**config.mk**
```make
export PLATFORM = sky130hd
export DESIGN_NAME = tdc_uart_rx
export DESIGN_NICKNAME = d
export VERILOG_FILES = /design/src/rtl/tdc_pkg.sv /design/src/rtl/sync_2ff.sv /design/src/rtl/tdc_uart_rx.sv
export SDC_FILE = /design/constraint.sdc
export NUM_CORES = 1
export LEC_CHECK = 0
export CORE_AREA = 2 2 67 95
export DETAILED_ROUTE_END_ITERATION = 10
export DIE_AREA = 0 0 69 97
export GPL_TIMING_DRIVEN = 0
export PLACE_DENSITY_LB_ADDON = 0.1
export SLEW_MARGIN = 10
export SYNTH_ARGS = -nofsm -noshare
export SYNTH_HDL_FRONTEND = slang
export SYNTH_SLANG_ARGS = --single-unit
```
**constraint.sdc**
```tcl
create_clock -name clk_100m -period 2.6 [get_ports clk_100m]
set_clock_uncertainty 0.05 [all_clocks]
set_input_delay 0.52 -clock clk_100m [delete_from_list [all_inputs] [get_ports clk_100m]]
set_output_delay 0.52 -clock clk_100m [all_outputs]
set_load 0.01 [all_outputs]
```
**src/rtl/tdc_pkg.sv**
```systemverilog
// tdc_pkg: shared receiver state type, 8N1 frame constants and baud divider helper
package tdc_pkg;
  typedef enum logic [2:0] {IDLE, START, DATA, STOP, WAIT_IDLE} rx_state_t;
  localparam int DATA_BITS = 8;
  localparam int STOP_BITS = 1;
  function automatic int clks_per_bit(input int clk_freq, input int baud);
    return clk_freq / baud;
  endfunction
endpackage

```
**src/rtl/sync_2ff.sv**
```systemverilog
// sync_2ff: two-flop synchronizer (clk, rst, signal_in -> signal_out) with configurable reset level
module sync_2ff #(
  parameter logic RST_VAL = 1'b0
) (
  input  logic clk,
  input  logic rst,
  input  logic signal_in,
  output logic signal_out
);
  logic meta;
  always_ff @(posedge clk)
    if (rst) {signal_out, meta} <= {2{RST_VAL}};
    else {signal_out, meta} <= {meta, signal_in};
endmodule

```
**src/rtl/tdc_uart_rx.sv**
```systemverilog
// tdc_uart_rx: 8N1 UART receiver (uart_rx in; rx_data/rx_valid with rx_ready handshake; frame_err/overrun pulses)
module tdc_uart_rx
  import tdc_pkg::*;
#(
  parameter int CLK_FREQ = 100_000_000,
  parameter int BAUD     = 115200
) (
  input  logic       clk_100m,
  input  logic       rst,
  input  logic       uart_rx,
  input  logic       rx_ready,
  output logic [7:0] rx_data,
  output logic       rx_valid,
  output logic       frame_err,
  output logic       overrun
);
  localparam int CLKS_PER_BIT = clks_per_bit(CLK_FREQ, BAUD);
  localparam int HALF_BIT = CLKS_PER_BIT / 2;
  localparam int TW = CLKS_PER_BIT > 2 ? $clog2(CLKS_PER_BIT) : 1;
  localparam int BW = $clog2(DATA_BITS);
  localparam logic [TW-1:0] BIT_END = TW'(CLKS_PER_BIT - 1);
  localparam logic [TW-1:0] HALF_END = TW'(HALF_BIT - 1);
  localparam logic [BW-1:0] LAST_BIT = BW'(DATA_BITS - 1);
  rx_state_t state;
  logic rx_s;
  logic [TW-1:0] timer;
  logic [BW-1:0] bit_cnt;
  logic [DATA_BITS-1:0] shreg;
  logic tick, idle_like, stop_ok, stop_bad;
  sync_2ff #(.RST_VAL(1'b1)) u_sync (
    .clk       (clk_100m),
    .rst       (rst),
    .signal_in (uart_rx),
    .signal_out(rx_s)
  );
  always_comb begin
    tick = timer == (state == START ? HALF_END : BIT_END);
    idle_like = state == IDLE || state == WAIT_IDLE;
    stop_ok = state == STOP && tick && rx_s;
    stop_bad = state == STOP && tick && !rx_s;
  end
  always_ff @(posedge clk_100m)
    if (rst) begin
      state <= IDLE;
      timer <= '0;
      bit_cnt <= '0;
      shreg <= '0;
      rx_data <= '0;
      rx_valid <= 1'b0;
      frame_err <= 1'b0;
      overrun <= 1'b0;
    end else begin
      timer <= (tick || idle_like) ? '0 : timer + 1'b1;
      frame_err <= stop_bad;
      overrun <= stop_ok && rx_valid && !rx_ready;
      if (stop_ok && (!rx_valid || rx_ready)) begin
        rx_data <= shreg;
        rx_valid <= 1'b1;
      end else if (rx_ready) begin
        rx_valid <= 1'b0;
      end
      case (state)
        IDLE: if (!rx_s) state <= START;
        START:
          if (tick) begin
            state <= rx_s ? IDLE : DATA;
            bit_cnt <= '0;
          end
        DATA:
          if (tick) begin
            shreg <= {rx_s, shreg[DATA_BITS-1:1]};
            bit_cnt <= bit_cnt + 1'b1;
            if (bit_cnt == LAST_BIT) state <= STOP;
          end
        STOP: if (tick) state <= rx_s ? IDLE : WAIT_IDLE;
        WAIT_IDLE: if (rx_s) state <= IDLE;
        default: state <= IDLE;
      endcase
    end
endmodule

```
Run 1, clock wires, drivers and flops:
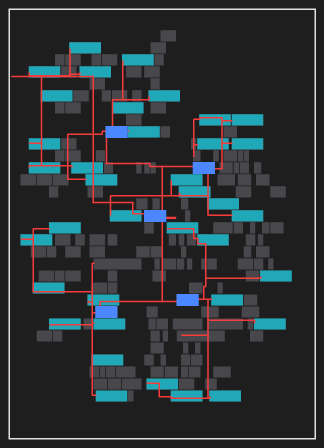
- flip-flops: cyan (count 37)
- clock wires: red (length 517 µm)
- clock-net drivers: blue (count 5)
- flops lie: spread over the die
- routed clock nets: 6

Run 1, cell sizes after repair:
The bar under the picture is 20 µm long.
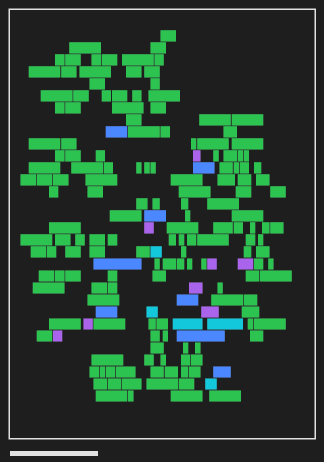
- x6 and larger: blue (cells 8; share 4.5%)
- x3 and x4: cyan (cells 5; share 2.8%)
- x2: purple (cells 8; share 4.5%)
- x1 and smaller: green (cells 157; share 88%)

==> impl_metrics.csv, run 1 <==
group,metric,value,unit
power,p_int,0.966,mW
setup_path,crit_family,"multiplexers",
yosys,synth_seq_share,0.462,
power,combPwrFrac,0.027,
sta,final.min_clock_period,1.76,ns
yosys,logic_family,"simple AND/OR/NAND/NOR gates",
sta,hold_viol,0,
yosys,synth_stat.cells,156,
placed_design,hpwl,2.30,mm
yosys,synth_warnings,0,
placed_design,place_inst,240,
power,switchingPower,0.228,mW
setup_path,path_max_fanout,9,
global_route,grt_overflow,0,
placed_design,io_buffer_count,14,
yosys,synth.cellmix.xorXnorShare,0.0492,
sta,max_slew.worst_pin.slew,0.509,ns
drt,dr.pass1.iters,4,
clock_network,h-tree-depth,2,
yosys,synth_cell_type_count,36,
final_layout,syn_to_final_growth,22.6,%
floorplan,core_area,0.00578,mm²
yosys,area_leaders,"dfxtp_1 46%, mux2i_1 10%, nand2b_1 7.8%",
yosys,top_cell,"dfxtp_1",
yosys,syn_area,0.00160,mm²
final_layout,drive_gt1_frac,0.118,
floorplan,die_y,97,µm
power,clock_power_share,0.495,
run_status,status,"finished, final reports clean",
setup_path,start_kind,"flip-flop",
power,p_leak,0.762,nW
run,drv_cap,0,
setup_path,crit_required,2.72,ns
floorplan,row_count,33,
setup_path,crit_chain,"buf_4 > nor3b_4 > mux2_2 > o21ai_2 > nor2_1",
setup_path,critPathKind,"flip-flop to flip-flop",
Run 1, wire density map:
14 x 19 tiles, from dark blue (low) to red (high), scaled to the fullest tile. Values are wire area over tile area, all layers added.
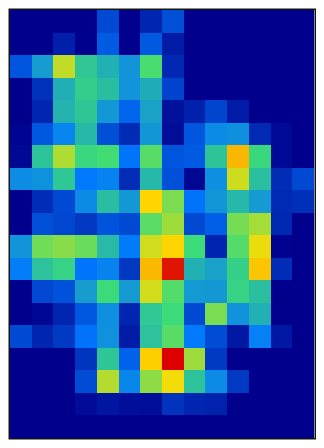
- emptiest ninth of the die: top right
- mean over tiles: 0.075
- densest ninth of the die: middle

## run 1: worst register-to-register path, cell delays in order (launching register included)
cell and delay (ns):
dfxtp_1 0.31, buf_4 0.15, nor3b_4 0.27, mux2_2 0.41
o21ai_2 0.35, nor2_1 0.10
## run 1: placed cells by master (no fill, tap or decap), drive strengths merged, types with 3 or more instances in the layout
| cell | synthesis | routed |
|---|---|---|
| nand4b | 4 | 4 |
| nand3 | 5 | 5 |
| dfxtp | 37 | 37 |
| xor2 | 7 | 7 |
| clkdlybuf4s50 | 0 | 14 |
| inv | 3 | 3 |
| clkbuf | 3 | 8 |
| or2 | 4 | 4 |
| mux2i | 17 | 17 |
| buf | 4 | 4 |
| nand2b | 20 | 20 |
| nor2 | 16 | 16 |
| ha | 3 | 3 |
| nand4 | 3 | 3 |
| nand2 | 3 | 3 |
## run 1: sequential cells by signal, indices dropped and copies added, names as in the netlist
signal,count
frame_err,1
bit_cnt,3
u_sync.meta,1
rx_valid,1
rx_data,8
u_sync.signal_out,1
timer,10
overrun,1
state,3
shreg,8
## run 1: final cells by class
cell class	count	area, µm²	area share
Inverter	3	11.3	0.00573
Clock inverter	3	65.1	0.0331
Sequential cell	37	741	0.377
Buffer	7	45.0	0.0229
Tap cell	70	87.6	0.0446
Timing Repair Buffer	14	140	0.0713
Clock buffer	5	68.8	0.0350
Multi-Input combinational cell	109	806	0.410
## run 1: through the flow
step                utilization  setup slack, ns
global route              0.340            0.695
finish                    0.340            0.843
floorplan                     -             1.02
detailed placement        0.317            0.503
global placement          0.317            0.532
CTS                       0.340            0.813
## run 1: power groups by stage
stage,registers [mW],logic [mW],clock network (mW)
after global routing,0.571,0.0351,0.631
final,0.571,0.0320,0.591
after floorplan,0.583,0.0215,0
after detailed placement,0.584,0.0326,0
after CTS,0.571,0.0328,0.607
after global placement,0.584,0.0324,0
## run 1: worst paths after layout
kind / to / slack, ns / cells past startpoint / from
worst max-delay path: timer[5] / 0.84 / 5 / state[0]
worst min-delay path: u_sync.signal_out / 0.36 / 1 / u_sync.meta
worst max register to register: timer[5] / 0.84 / 5 / state[0]
worst min register to register: u_sync.signal_out / 0.36 / 1 / u_sync.meta
## run 1: metal layers
layer  up-vias  part of all wire  track usage
met5         -                 0            0
met4         0             0.019       0.0407
met3         5             0.043       0.0354
met2        19              0.49        0.174
met1       535              0.45        0.127
li1        584                 -            -
## run 1: cell families after synthesis
| family | Yosys count |
|---|---|
| AOI/OAI and AO/OA | 13 |
| xor gates and xnor gates | 9 |
| adders and majority gates | 3 |
| buffers and inverters | 10 |
| DFF | 37 |
| muxes | 18 |
| and+or+nand+nor | 66 |
==> inputs of run 2 (changes only) <==
==> constraint.sdc (replaced) <==
create_clock -name clk_100m -period 1.65 [get_ports clk_100m]
set_clock_uncertainty 0.05 [all_clocks]
set_input_delay 0.33 -clock clk_100m [delete_from_list [all_inputs] [get_ports clk_100m]]
set_output_delay 0.33 -clock clk_100m [all_outputs]
set_load 0.01 [all_outputs]
Run 2, wire density map:
14 x 19 tiles, from dark blue (low) to red (high), scaled to the fullest tile. Values are wire area over tile area, all layers added.
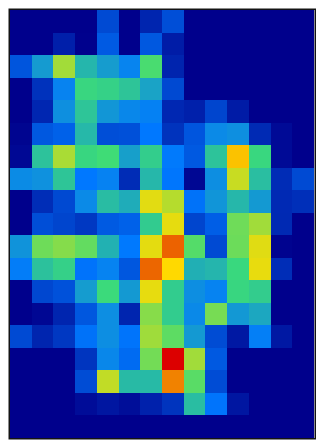
- tiles over half the peak: 12%
- fullest tile: 0.36
- densest ninth of the die: middle
- emptiest ninth of the die: top right
- mean over tiles: 0.077
- nearly empty tiles: 34%

==> impl_metrics.csv, run 2 <==
group,metric,value,unit
sta,final.min_clock_period,1.59,ns
floorplan,row_count,33,
setup_path,worstRegToRegCells,4,
setup_path,timing.rr.start,"state[1]",
setup_path,crit_required,1.76,ns
floorplan,core_area,0.00578,mm²
floorplan,die_y,97,µm
setup_path,r2r_slack,0.06,ns
clock_network,h-tree-depth,2,
setup_path,path_max_fanout,5,
power,p_leak,0.799,nW
run,drv_cap,0,
drt,dr.pass1.iters,4,
final_layout,max_flop_register,"timer",
yosys,area_leaders,"dfxtp_1 46%, mux2i_1 10%, nand2b_1 7.8%",
yosys,synth_stat.cells,156,
yosys,synth_seq_share,0.462,
worst_hold_path,hold_depth,1,
placed_design,place_inst,240,
sta,hold_viol,0,
final_layout,drive_gt1_frac,0.175,
final_layout,layout.cells.most_common,"dfxtp_1",
final_layout,largest_reg_flops,10,
setup_path,crit_chain,"nor3b_4 > mux2_2 > o31ai_2 > a211oi_2",
yosys,synth_cell_type_count,36,
yosys,synth.cellmix.xorXnorShare,0.0492,
run_status,status,"finished, final reports clean",
final_layout,lay_top_cells,"34 x dfxtp_1, 20 x nand2b_1, 16 x mux2i_1, 15 x nor2_1, 14 x clkdlybuf4s50_1",
yosys,logic_family,"simple AND/OR/NAND/NOR gates",
sta,max_slew.worst_pin.slew,0.499,ns
yosys,syn_area,0.00160,mm²
placed_design,hpwl,2.30,mm
yosys,top_cell,"dfxtp_1",
worst_hold_path,min_to,"u_sync.signal_out",
-- run 2: cell families after synthesis --
group / Yosys count
buffers and inverters: 10
XOR/XNOR: 9
multiplexers: 18
adder cells (fa/ha/maj): 3
AND-OR/OR-AND: 13
flip-flops: 37
AND/OR/NAND/NOR: 66
-- run 2: layout make-up --
type | count | area [µm²] | area share
inverter | 3 | 11.3 | 0.00552
tap | 70 | 87.6 | 0.0430
sequential | 37 | 749 | 0.368
buffer | 5 | 33.8 | 0.0166
clock buffer | 5 | 68.8 | 0.0338
multi-input combinational | 109 | 826 | 0.405
clock inverter | 3 | 65.1 | 0.0319
timing repair buffer | 21 | 196 | 0.0964
-- run 2: worst max-delay path, delay by kind of cell (launching register included) --
family,cells,cell delay (ns)
multiplexers,1,0.42
flip-flops,1,0.37
AND-OR/OR-AND,2,0.36
AND/OR/NAND/NOR,1,0.27
-- run 2: report_power, final --
group          switching [mW]  internal (mW)  leakage (nW)  total, mW
Clock                   0.333          0.601        0.0681      0.934
Sequential            0.00311          0.894         0.301      0.897
Combinational          0.0251         0.0260         0.430     0.0511
-- run 2: what timing repair did --
item,in CTS,in global routing
endpoints found under the setup margin,31,30
gates resized,10,3
setup buffers,3,4
pin swaps,3,4
hold endpoints to repair,0,0
-- run 2: how the worst max path moves through the flow --
stage                        start    endpoint  slack, ns  cells after the start
after floorplan           state[0]  rx_data[0]       0.07                      6
after global placement         rst    timer[3]      -0.23                      5
after detailed placement       rst    timer[5]      -0.26                      5
after CTS                 state[0]  rx_data[7]       0.02                      6
after global routing      state[1]  rx_data[7]      -0.08                      5
final                     state[1]    state[1]       0.06                      4
-- run 2: layer usage --
metal  part of all wire  GRT usage  vias up
met4              0.018     0.0407        0
met3              0.037     0.0354        5
met5                  0          0        -
li1                   -          -      593
met2               0.50      0.180       15
met1               0.45      0.129      537
Power is estimated from default activity; no workload was simulated.
